==> run_1/layer_met1.png <==
Drawn at 4 px/um. Supply wires on this layer in gray.
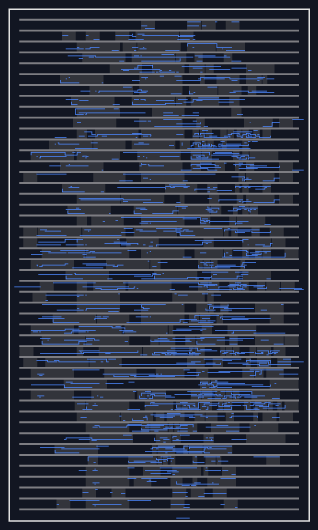
==> run_1/layer_met2.png <==
Drawn at 4 px/um.
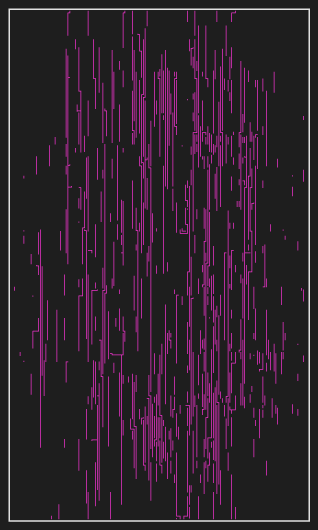
==> run_1/layer_met3.png <==
Drawn at 6 px/um.
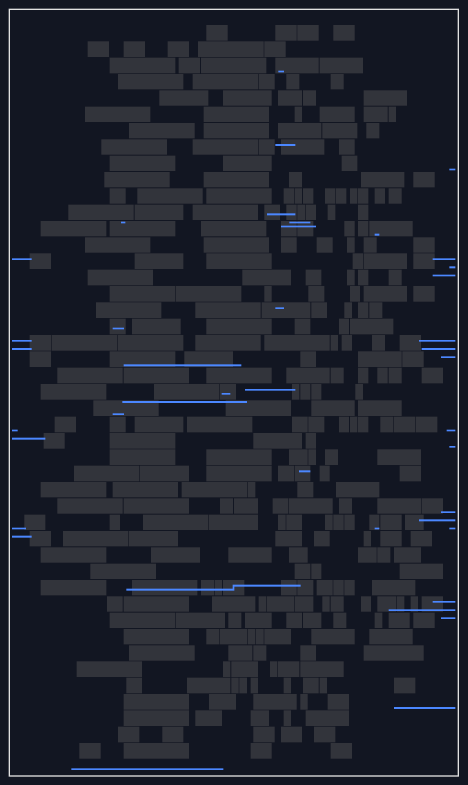
==> run_1/layer_met4.png <==
Drawn at 4 px/um. Supply wires on this layer in gray.
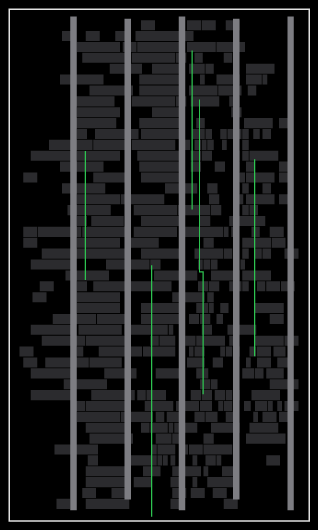
$ cat config.mk
export PLATFORM = sky130hd
export DESIGN_NAME = da_multi_ch
export DESIGN_NICKNAME = d
export VERILOG_FILES = /design/src/rtl/da_pkg.sv /design/src/rtl/da_sync_fifo.sv /design/src/rtl/da_multi_ch.sv
export SDC_FILE = /design/constraint.sdc
export NUM_CORES = 1
export LEC_CHECK = 0
export ABC_AREA = 0
export CAP_MARGIN = 20
export CORE_ASPECT_RATIO = 1.75
export CORE_MARGIN = 2
export CORE_UTILIZATION = 43
export CTS_BUF_LIST = sky130_fd_sc_hd__clkbuf_4
export CTS_CLUSTER_DIAMETER = 40
export DETAILED_ROUTE_END_ITERATION = 8
export PLACE_DENSITY = 0.64
export REMOVE_ABC_BUFFERS = 1
export SYNTH_ARGS = -nofsm -noshare
export SYNTH_HDL_FRONTEND = slang
export SYNTH_SLANG_ARGS = --single-unit
$ cat constraint.sdc
create_clock -name clk_16M -period 4.4 [get_ports clk_16M]
set_input_delay 0.44 -clock clk_16M [delete_from_list [all_inputs] [get_ports clk_16M]]
set_output_delay 0.44 -clock clk_16M [all_outputs]
set_load 0.02 [all_outputs]
$ cat src/rtl/da_pkg.sv
// Shared constants and helpers for the multi-channel DAC output stage.
// - MAXW:          widest packed word the helpers handle (CH_NUM*DW must not exceed it)
// - lvlw():        width of a FIFO level count for a given depth
// - midscale():    one-hot word with only bit dw-1 set (offset-binary zero for one channel)
// - to_offset_bin: inverts the MSB of every channel in a packed word
package da_pkg;

    localparam int unsigned MAXW = 256;

    function automatic int unsigned lvlw(input int unsigned depth);
        return $clog2(depth) + 1;
    endfunction

    function automatic logic [MAXW-1:0] midscale(input int unsigned dw);
        logic [MAXW-1:0] r;
        r = '0;
        r[dw-1] = 1'b1;
        return r;
    endfunction

    function automatic logic [MAXW-1:0] to_offset_bin(input logic [MAXW-1:0] word,
                                                      input int unsigned     ch_num,
                                                      input int unsigned     dw);
        logic [MAXW-1:0] r;
        r = word;
        for (int unsigned c = 0; c < ch_num; c++) begin
            r = r ^ (midscale(dw) << (c * dw));
        end
        return r;
    endfunction

endpackage

$ cat src/rtl/da_sync_fifo.sv
// Show-ahead synchronous FIFO: the head word is visible on rd_data with no read latency.
// Ports:
//   clk_16M  - clock, rising edge
//   rst      - synchronous active-high reset, empties the FIFO
//   wr_en    - push request; accepted when not full, or when full with a pop this cycle
//   wr_data  - word to push
//   rd_en    - pop request; ignored when empty
//   rd_data  - head word (valid while !empty)
//   full     - DEPTH words stored
//   empty    - no words stored
//   level    - words currently stored
module da_sync_fifo #(
    parameter int unsigned WIDTH = 16,
    parameter int unsigned DEPTH = 4
) (
    input  logic                     clk_16M,
    input  logic                     rst,
    input  logic                     wr_en,
    input  logic [WIDTH-1:0]         wr_data,
    input  logic                     rd_en,
    output logic [WIDTH-1:0]         rd_data,
    output logic                     full,
    output logic                     empty,
    output logic [$clog2(DEPTH):0]   level
);

    localparam int unsigned AW = $clog2(DEPTH);
    localparam int unsigned PW = AW + 1;

    // Pointers carry one extra wrap bit to tell full from empty.
    logic [PW-1:0]    wr_ptr_q, wr_ptr_d;
    logic [PW-1:0]    rd_ptr_q, rd_ptr_d;
    logic [WIDTH-1:0] mem_q [DEPTH];
    logic             do_wr, do_rd;

    always_comb begin
        empty = (wr_ptr_q == rd_ptr_q);
        full  = (wr_ptr_q[AW-1:0] == rd_ptr_q[AW-1:0]) && (wr_ptr_q[AW] != rd_ptr_q[AW]);
        level = wr_ptr_q - rd_ptr_q;

        do_rd = rd_en && !empty;
        // A pop frees the slot at the head, so a full FIFO still takes a write that cycle.
        do_wr = wr_en && (!full || do_rd);

        wr_ptr_d = do_wr ? wr_ptr_q + PW'(1) : wr_ptr_q;
        rd_ptr_d = do_rd ? rd_ptr_q + PW'(1) : rd_ptr_q;

        rd_data = mem_q[rd_ptr_q[AW-1:0]];
    end

    always_ff @(posedge clk_16M) begin
        if (rst) begin
            wr_ptr_q <= '0;
            rd_ptr_q <= '0;
        end else begin
            wr_ptr_q <= wr_ptr_d;
            rd_ptr_q <= rd_ptr_d;
        end
    end

    always_ff @(posedge clk_16M) begin
        if (do_wr) begin
            mem_q[wr_ptr_q[AW-1:0]] <= wr_data;
        end
    end

endmodule

$ cat src/rtl/da_multi_ch.sv
// Multi-channel DAC output stage: buffers packed sample words and releases one word every
// DIV clocks to the parallel DAC pins, generating the DAC latch clock clk_da.
// Ports:
//   clk_16M    - system clock, rising edge
//   rst        - synchronous active-high reset
//   done       - write strobe, in_data valid this cycle
//   in_data    - packed samples, channel 0 in [DW-1:0]
//   en         - output enable; 0 holds the phase counter at 0 and clk_da low
//   clr_flags  - clears ovf/udf at the next edge (a simultaneous set wins)
//   clk_da     - DAC latch clock, rises DIV/2 clocks after dout changes
//   dout       - registered DAC data, same packing as in_data
//   fifo_level - words currently buffered
//   ovf        - sticky: a write was dropped on a full FIFO
//   udf        - sticky: an update tick found the FIFO empty
module da_multi_ch
    import da_pkg::*;
#(
    parameter int unsigned CH_NUM    = 2,
    parameter int unsigned DW        = 8,
    parameter int unsigned DEPTH     = 4,
    parameter int unsigned DIV       = 4,
    parameter int unsigned SIGNED_IN = 0
) (
    input  logic                       clk_16M,
    input  logic                       rst,
    input  logic                       done,
    input  logic [CH_NUM*DW-1:0]       in_data,
    input  logic                       en,
    input  logic                       clr_flags,
    output logic                       clk_da,
    output logic [CH_NUM*DW-1:0]       dout,
    output logic [lvlw(DEPTH)-1:0]     fifo_level,
    output logic                       ovf,
    output logic                       udf
);

    localparam int unsigned W     = CH_NUM * DW;
    localparam int unsigned LVLW  = lvlw(DEPTH);
    localparam int unsigned PHW   = $clog2(DIV);

    // Flipping every channel MSB of zero yields both the MSB mask and the mid-scale word.
    localparam logic [MAXW-1:0] MSB_MASK_FULL = to_offset_bin('0, CH_NUM, DW);
    localparam logic [W-1:0]    MSB_MASK      = MSB_MASK_FULL[W-1:0];
    localparam logic [W-1:0]    MID_WORD      = MSB_MASK;

    logic [PHW-1:0] phase_q, phase_d;
    logic           clk_da_q, clk_da_d;
    logic [W-1:0]   dout_q, dout_d;
    logic           ovf_q, ovf_d;
    logic           udf_q, udf_d;

    logic           tick;
    logic           pop;
    logic [W-1:0]   fifo_rd_data;
    logic [W-1:0]   out_word;
    logic           fifo_full;
    logic           fifo_empty;
    logic [LVLW-1:0] fifo_lvl;

    da_sync_fifo #(
        .WIDTH (W),
        .DEPTH (DEPTH)
    ) u_fifo (
        .clk_16M (clk_16M),
        .rst     (rst),
        .wr_en   (done),
        .wr_data (in_data),
        .rd_en   (pop),
        .rd_data (fifo_rd_data),
        .full    (fifo_full),
        .empty   (fifo_empty),
        .level   (fifo_lvl)
    );

    always_comb begin
        tick = en && (phase_q == PHW'(DIV - 1));
        pop  = tick && !fifo_empty;

        if (!en || tick) begin
            phase_d = '0;
        end else begin
            phase_d = phase_q + PHW'(1);
        end

        // Low half of the period follows the data update, so data settles before the rise.
        clk_da_d = (phase_d >= PHW'(DIV / 2));

        out_word = (SIGNED_IN != 0) ? (fifo_rd_data ^ MSB_MASK) : fifo_rd_data;
        dout_d   = pop ? out_word : dout_q;

        // Set has priority over clear.
        ovf_d = ovf_q;
        if (clr_flags) begin
            ovf_d = 1'b0;
        end
        if (done && fifo_full && !pop) begin
            ovf_d = 1'b1;
        end

        udf_d = udf_q;
        if (clr_flags) begin
            udf_d = 1'b0;
        end
        if (tick && fifo_empty) begin
            udf_d = 1'b1;
        end
    end

    always_ff @(posedge clk_16M) begin
        if (rst) begin
            phase_q  <= '0;
            clk_da_q <= 1'b0;
            dout_q   <= MID_WORD;
            ovf_q    <= 1'b0;
            udf_q    <= 1'b0;
        end else begin
            phase_q  <= phase_d;
            clk_da_q <= clk_da_d;
            dout_q   <= dout_d;
            ovf_q    <= ovf_d;
            udf_q    <= udf_d;
        end
    end

    assign clk_da     = clk_da_q;
    assign dout       = dout_q;
    assign fifo_level = fifo_lvl;
    assign ovf        = ovf_q;
    assign udf        = udf_q;

endmodule
==> flow_metrics.tcl, run 1 <==
# yosys + openroad results
set metrics [dict create \
    yosysChipArea_um2 3750 \
    p_per_area_nw_per_um2 362 \
    p_switching_w 0.000352 \
    most_common_cell "edfxtp_1" \
    yosysTopAreaCell "edfxtp_1" \
    diodes 1 \
    drive_above_1_share 0.147 \
    clkbuf_count 9 \
    crit_end "fifo_level[2]" \
    grt-ovfl-total 0 \
    syn_area_um2 3750 \
    powerClk_w 0.000562 \
    synth_flops 91 \
    warnings 29 \
    layout.nonclk_buf_frac 0.111 \
    power_sequential_w 0.000958 \
    routed-wl-met2_um 3780 \
    first_global_vias 2196 \
    max_slew_margin 0.366 \
    leakagePower_nw 1.56 \
    cts.sinks 91 \
    ctsRootBufferMaster "clkbuf_4" \
    postLayoutCoreUtil 0.529 \
    grt_pass1_wl_um 11500 \
    critPathRequiredTime_ps 3960 \
    ff2ff_path_depth 5 \
    outcome "complete, no violations" \
    fp_util 0.438 \
    crit_fanout 20 \
    finalCriticalPeriod_ps 2890 \
    vias_per_cell 5.20 \
    syn_area_per_cell_um2 14.7 \
    synth.cellmix.compoundShare 0.0507 \
    cts_setup_buffers 0 \
    dp_hpwl_um 4870 \
    hp-class "flop to flop" \
]
About layer_met1.png:
297 nets have wire on it. The layer carries 2870 um of wire. The layer holds 40% of the routed length.

About layer_met2.png:
283 nets have wire on it. The layer carries 3780 um of wire. The longest straight run is 55.9 um.
Detailed Route WL: 7110 um
via count: 2210
GR Util met2: 0.282

About layer_met3.png:
The wires run mostly horizontal. The layer carries 205 um of wire. 30 nets have wire on it. The layer holds 2.9% of the routed length. The longest straight run is 25.1 um.
M3 GR Usage: 0.0308

About layer_met4.png:
The longest straight run is 62.6 um. The layer carries 257 um of wire. 4 nets have wire on it.

==> run 1 -> run 2 <==
==> constraint.sdc (replaced) <==
create_clock -name clk_16M -period 2.69 [get_ports clk_16M]
set_input_delay 0.269 -clock clk_16M [delete_from_list [all_inputs] [get_ports clk_16M]]
set_output_delay 0.269 -clock clk_16M [all_outputs]
set_load 0.02 [all_outputs]
==> run_2/layer_met1.png <==
Drawn at 4 px/um. Supply wires on this layer in gray.
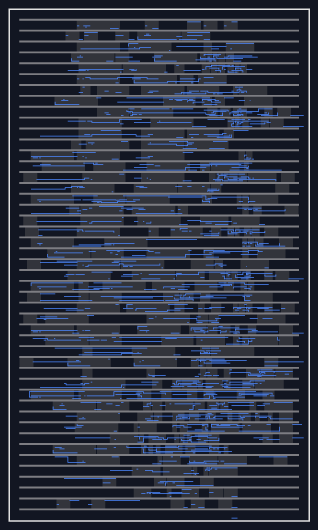
The longest straight run is 27.1 um. The layer holds 42% of the routed length. 306 nets have wire on it. The layer carries 2810 um of wire. The wires run mostly horizontal.

==> flow_metrics.tcl, run 2 <==
# yosys + openroad results
set metrics [dict create \
    yosysChipArea_um2 3750 \
    crit_fanout 4 \
    num_vias 2179 \
    yosysTopAreaCell "edfxtp_1" \
    synth.cellmix.compoundShare 0.0507 \
    fp_util 0.438 \
    drt-total-wl_um 6730 \
    cts.sinks 91 \
    max_slew_margin 0.669 \
    synth_flops 91 \
    grt-ovfl-total 0 \
    p_switching_w 0.000551 \
    outcome "complete, no violations" \
    vias_per_cell 5.09 \
    first_global_vias 2168 \
    diodes 1 \
    crit_end "fifo_level[1]" \
    critPathRequiredTime_ps 2420 \
    syn_area_per_cell_um2 14.7 \
    warnings 29 \
    syn_area_um2 3750 \
    grt_pass1_wl_um 10800 \
    leakagePower_nw 1.58 \
    clkbuf_count 12 \
]
==> run_2/congestion.png <==
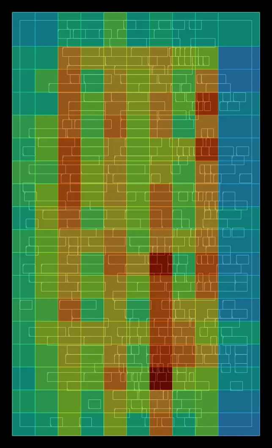
met1 Track Usage GR: 0.181
drt wl/cell: 15.7 um
M3 GR Usage: 0.0284
GR peak layer: met2
GR Util met2: 0.264

